[src/rtl/an_decoder.sv]
// GTIA-side receiver for the ANTIC AN[2:0] code bus: registered pixel-class
// decode plus beam position, frame tracking and timing-error detection.
module an_decoder #(
  parameter int unsigned LINE_CLOCKS = 228,
  parameter int unsigned FRAME_LINES = 262,
  parameter int unsigned VSYNC_MIN   = 3
) (
  input  logic       phi2,
  input  logic       RST,
  input  logic [2:0] AN,
  input  logic       hires,
  output logic [2:0] pf_class,
  output logic [1:0] hires_pix,
  output logic       hires_valid,
  output logic       hblank,
  output logic       vsync,
  output logic [7:0] hpos,
  output logic [8:0] vpos,
  output logic       frame_start,
  output logic [7:0] frame_cnt,
  output logic       locked,
  output logic       sync_err
);

  typedef enum logic [1:0] {SEARCH, VSYNC, ACTIVE} state_t;

  state_t      r_state, w_state_nx;
  logic        r_prev_blank;
  logic [7:0]  r_vs_lines, w_vs_lines_nx;
  logic [2:0]  r_pf;
  logic [1:0]  r_hpix;
  logic        r_hval, r_hblank, r_vsync, r_fs, r_locked, r_err;
  logic [7:0]  r_hpos, w_hpos_nx, r_fcnt, w_fcnt_nx;
  logic [8:0]  r_vpos, w_vpos_nx;
  logic        w_fs_nx, w_locked_nx, w_err_nx;
  logic [2:0]  w_pf;
  logic [1:0]  w_hpix;
  logic        w_hval, w_is_blank, w_is_vs, w_hb_edge;

  assign w_is_blank = (AN[2:1] == 2'b01);
  assign w_is_vs    = (AN == 3'b001) || (AN == 3'b011);
  assign w_hb_edge  = w_is_blank && !r_prev_blank;

  always_comb begin
    w_pf   = 3'b000;
    w_hpix = '0;
    w_hval = 1'b0;
    if (AN[2]) begin
      if (hires) begin
        w_pf   = 3'b110;
        w_hpix = AN[1:0];
        w_hval = 1'b1;
      end else begin
        w_pf = {1'b1, AN[1:0]};
      end
    end else if (AN[1]) begin
      w_pf = 3'b011;
    end
  end

  always_comb begin
    w_state_nx    = r_state;
    w_hpos_nx     = r_hpos;
    w_vpos_nx     = r_vpos;
    w_vs_lines_nx = r_vs_lines;
    w_fs_nx       = 1'b0;
    w_fcnt_nx     = r_fcnt;
    w_locked_nx   = r_locked;
    w_err_nx      = r_err;
    unique case (r_state)
      SEARCH: begin
        w_hpos_nx = '0;
        w_vpos_nx = '0;
        if (w_is_vs) begin
          w_state_nx    = VSYNC;
          w_vs_lines_nx = '0;
        end
      end
      VSYNC: begin
        if (!w_is_vs) begin
          w_hpos_nx = '0;
          w_vpos_nx = '0;
          if (r_vs_lines >= 8'(VSYNC_MIN)) begin
            w_state_nx  = ACTIVE;
            w_fs_nx     = 1'b1;
            w_fcnt_nx   = r_fcnt + 8'd1;
            w_locked_nx = 1'b1;
          end else begin
            w_state_nx = SEARCH;
            w_err_nx   = 1'b1;
          end
        end else if (w_hb_edge && (r_vs_lines != '1)) begin
          w_vs_lines_nx = r_vs_lines + 8'd1;
        end
      end
      ACTIVE: begin
        if (w_hb_edge) begin
          w_hpos_nx = '0;
          if (r_vpos == 9'(FRAME_LINES - 1)) w_err_nx  = 1'b1;
          else                               w_vpos_nx = r_vpos + 9'd1;
        end else if (r_hpos == 8'(LINE_CLOCKS - 1)) begin
          w_err_nx = 1'b1;
        end else begin
          w_hpos_nx = r_hpos + 8'd1;
        end
        // A 011 that is also an hblank edge closes this line and opens vsync
        // with that line already counted.
        if (w_is_vs) begin
          w_state_nx    = VSYNC;
          w_vs_lines_nx = w_hb_edge ? 8'd1 : 8'd0;
        end
      end
      default: w_state_nx = SEARCH;
    endcase
  end

  always_ff @(posedge phi2) begin
    if (RST) begin
      r_state      <= SEARCH;
      r_prev_blank <= 1'b0;
      r_vs_lines   <= '0;
      r_pf         <= 3'b011;
      r_hpix       <= '0;
      r_hval       <= 1'b0;
      r_hblank     <= 1'b0;
      r_vsync      <= 1'b0;
      r_hpos       <= '0;
      r_vpos       <= '0;
      r_fs         <= 1'b0;
      r_fcnt       <= '0;
      r_locked     <= 1'b0;
      r_err        <= 1'b0;
    end else begin
      r_state      <= w_state_nx;
      r_prev_blank <= w_is_blank;
      r_vs_lines   <= w_vs_lines_nx;
      r_pf         <= w_pf;
      r_hpix       <= w_hpix;
      r_hval       <= w_hval;
      r_hblank     <= w_is_blank;
      r_vsync      <= (w_state_nx == VSYNC);
      r_hpos       <= w_hpos_nx;
      r_vpos       <= w_vpos_nx;
      r_fs         <= w_fs_nx;
      r_fcnt       <= w_fcnt_nx;
      r_locked     <= w_locked_nx;
      r_err        <= w_err_nx;
    end
  end

  assign pf_class    = r_pf;
  assign hires_pix   = r_hpix;
  assign hires_valid = r_hval;
  assign hblank      = r_hblank;
  assign vsync       = r_vsync;
  assign hpos        = r_hpos;
  assign vpos        = r_vpos;
  assign frame_start = r_fs;
  assign frame_cnt   = r_fcnt;
  assign locked      = r_locked;
  assign sync_err    = r_err;

endmodule
[config.mk]
export PLATFORM = sky130hd
export DESIGN_NAME = an_decoder
export DESIGN_NICKNAME = d
export VERILOG_FILES = /design/src/rtl/an_decoder.sv
export SDC_FILE = /design/constraint.sdc
export NUM_CORES = 1
export LEC_CHECK = 0
export CORE_UTILIZATION = 55
export CTS_BUF_LIST = sky130_fd_sc_hd__clkbuf_8
export DETAILED_ROUTE_END_ITERATION = 8
export PLACE_DENSITY = 0.91
export SYNTH_ARGS = -nofsm -noshare
export SYNTH_HDL_FRONTEND = slang
export SYNTH_SLANG_ARGS = --single-unit
[constraint.sdc]
create_clock -name phi2 -period 5.37 [get_ports phi2]
set_input_delay 0.537 -clock phi2 [delete_from_list [all_inputs] [get_ports phi2]]
set_output_delay 0.537 -clock phi2 [all_outputs]
set_load 0.02 [all_outputs]
Run 1, register map, names as in the netlist:
Scale bar: 20 µm. Other sequential cells in the stronger gray, the rest of the logic in the fainter gray.
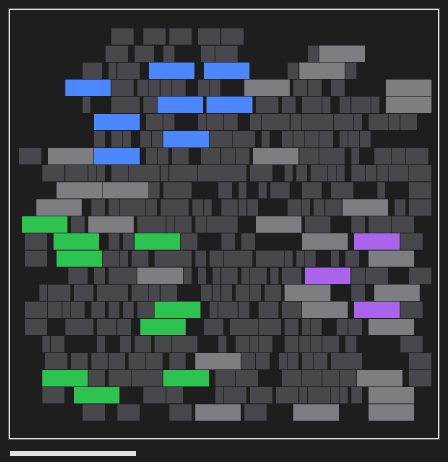
signal	color	sequential cells
vpos	green	9
pf_class	purple	3
frame_cnt	blue	8

Run 1, gate families picked out:
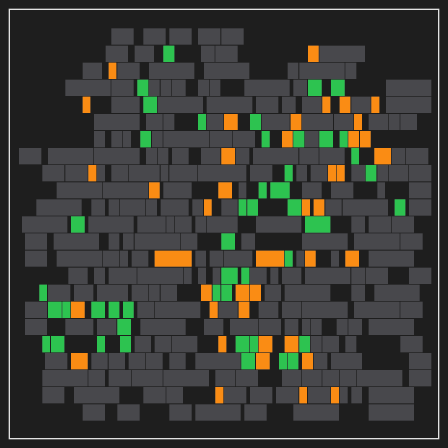
family	color	cells
nand cells	green	46
nor cells	orange	41

Run 1, cell classes on the final placement:
Scale bar: 20 µm.
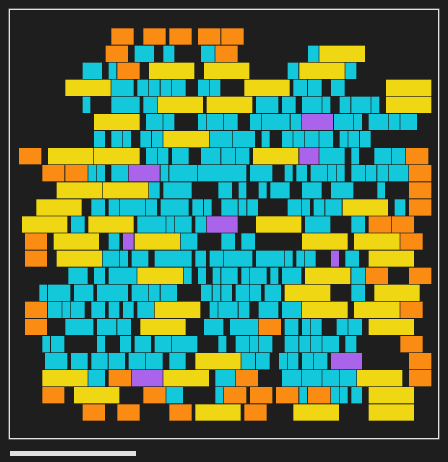
class	color	cells	share of their area
combinational and other logic	cyan	218	50%
remaining buffers and delay cells	orange	41	14%
sequential cells	yellow	46	32%
clock drivers and dummy loads	purple	8	3.0%
core area: 4115 µm²
fraction of area in registers: 31.68%
fin area: 2907 µm²
final core occ: 70.63%
FP Rows: 23

==> job_summary.md, run 1 <==
## PnR job results

| Metric | Value |
|---|---|
| Buffers on Ports | 41 |
| Area growth syn-to-layout | 20.74% |
| Avg WL per Cell | 14.42 µm |
| Post-Layout Cell Count | 363 |
| Inverters | 14 |
| Max-slew headroom | 34.97% |
| Pwr dens | 207.4 nW/µm² |
| Tmin final | 2492 ps |
| Sequential cell area | 920.9 µm² |
| Pin count of the biggest net entering global routing | 28 |
| CTS tree | done |
| Setup WS post-layout | 2878 ps |
| Clk_skew | 3.023 ps |
| Final worst-path cycle share | 46.41% |
| ANT cells | 0 |
| Logic share of the area | 47.27% |
| Outcome | completed |
| Xor+xnor area frac | 1.819% |
| Register clock-pin slew on the reported worst setup and hold paths | 80 ps |
| Placed cell count | 355 |
| Initial antenna violation count | 0 |
| Gpl congestion | 0.8575 |
| Setup TNS Final | 0 ps |
run 1: routing by layer:
| metal | part of all wire [%] | track usage [%] |
|---|---|---|
| met2 | 47 | 39.09 |
| met5 | 0 | 0 |
| met3 | 3.8 | 5.333 |
| met1 | 47 | 32.55 |
| met4 | 2.4 | 14.84 |
run 1: where the power goes:
part / internal, mW / switching (mW)
Clock: 0.0900 / 0.118
Combinational: 0.0190 / 0.0286
Sequential: 0.345 / 0.00218
run 1: critical path, delay by kind of cell:
family | cells | cell delay, ps
AND-OR/OR-AND | 3 | 1260
buffers and inverters | 1 | 900
run 1: sequential cells by signal, indices dropped and copies added, names as in the netlist:
signal,count
pf_class,3
locked,1
hires_pix,2
hires_valid,1
hblank,1
sync_err,1
r_state,2
vpos,9
r_vs_lines,8
frame_start,1
hpos,8
frame_cnt,8
vsync,1
Run 1, wiring by layer:
Scale bar: 20 µm. Only two layers are drawn.
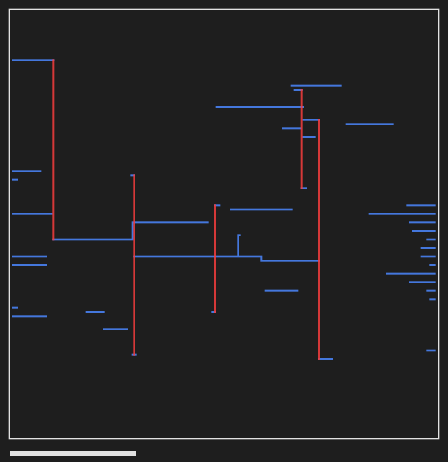

==> inputs of run 2 (changes only) <==
clock period = 2.5 ns   (was 5.37 ns; I/O delays follow)
Run 2, wiring by layer:
Scale bar: 20 µm. Only two layers are drawn.
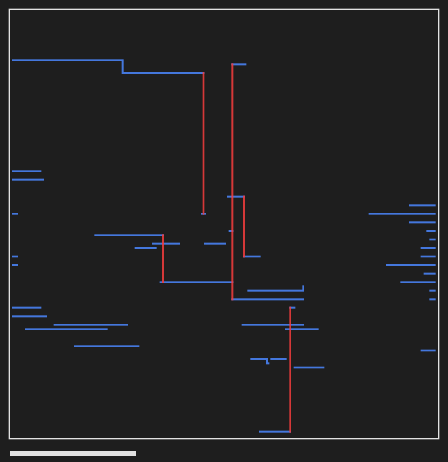
layer	color	wire length
metal 3	blue	221 µm
metal 4	red	96.6 µm
via count: 2255
GRT Overall Usage: 26.00%
Avg WL per Cell: 15.05 µm
Total Wirelength: 5524 µm

Run 2, cell classes on the final placement:
Scale bar: 20 µm.
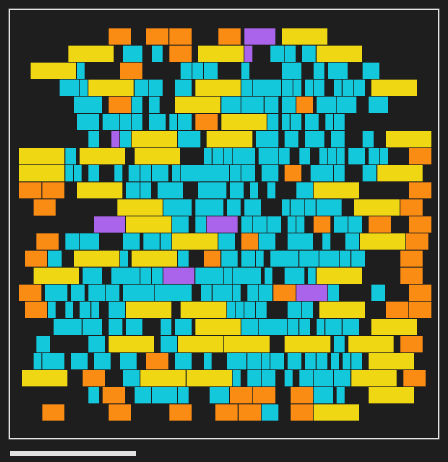
class	color	cells	share of their area
sequential cells	yellow	46	32%
remaining buffers and delay cells	orange	46	16%
combinational and other logic	cyan	218	50%
clock drivers and dummy loads	purple	7	2.7%

Run 2, routing congestion:
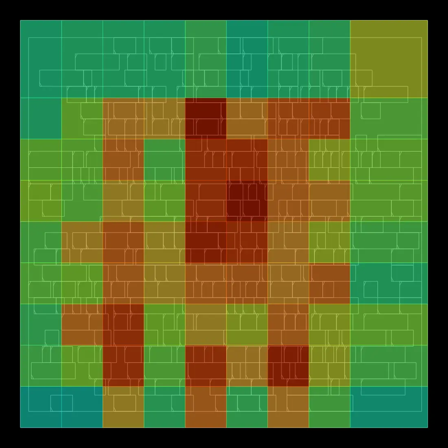
met3 Use GR: 5.667%
GRT Max-Usage Layer: met2

==> job_summary.md, run 2 <==
## PnR job results

| Metric | Value |
|---|---|
| CP delay by family, top | AND-OR/OR-AND gates |
| Final worst-path cycle share | 89.82% |
| ANT cells | 0 |
| Placed cell count | 360 |
| Mapped Nets | 289 |
| Tmin final | 2246 ps |
| Setup TNS Final | 0 ps |
| Fp util | 58.50% |
| Post-CTS sizing | 0 |
| CTS tree | done |
| Int Pwr | 0.9708 mW |
| Share of power burned in registers | 58.5% |
| Non-clk buf share | 15.27% |
| Pwr dens | 434.7 nW/µm² |
| DRT met1 WL | 2568 µm |
| Top non-seq family | simple AND/OR/NAND/NOR gates |
| Fraction of area in registers | 31.39% |
| M1 GR Usage | 32.62% |
| Basic Gates by Area | 29.47% |
| Clock Power | 0.422 mW |
| Initial DRC Count | 192 |
| Pwr top | sequential cells |
| Inverters | 14 |
| Xor+xnor area frac | 1.819% |
| FP Rows | 23 |
| Sequential cell area | 920.9 µm² |
| Max-slew headroom | 54.43% |
| Clk pwr share | 33.1% |
| Pin count of the biggest net entering global routing | 18 |
| Buffers on Ports | 41 |
| Global Route met2 Usage | 43.75% |
| Gate power share | 8.4% |
| Gpl congestion | 0.8850 |
| Adder-cell area share of the yosys netlist | 4.678% |
| Met3 WL | 221 µm |
| Post-Layout Cell Count | 367 |
| Seq power | 0.746 mW |
| Outcome | completed |
| Final core occ | 71.30% |
| Area leader, netlist | dfxtp_1 |
| Clk_skew | 14.49 ps |
| Area growth syn-to-layout | 21.88% |
| Comb. pwr | 0.107 mW |
| WL met2 | 2638 µm |
| Fin area | 2934 µm² |
| P_sw | 0.3047 mW |
| CTS H-tree depth | 2 |
| Uppermost layer routed | met4 |
[run 2: path summary, 6_finish.rpt]
kind | startpoint | endpoint | slack (ps) | cells past startpoint
setup / recovery | r_state[0]$_SDFF_PP0_ | hpos[2]$_SDFFE_PP0P_ | 250 | 6
hold / removal | locked$_SDFFE_PP0P_ | locked$_SDFFE_PP0P_ | 450 | 2
setup reg to reg | r_state[0]$_SDFF_PP0_ | hpos[2]$_SDFFE_PP0P_ | 250 | 6
hold reg to reg | locked$_SDFFE_PP0P_ | locked$_SDFFE_PP0P_ | 450 | 2
No activity file was given, so power comes from the tool's default toggle rates.
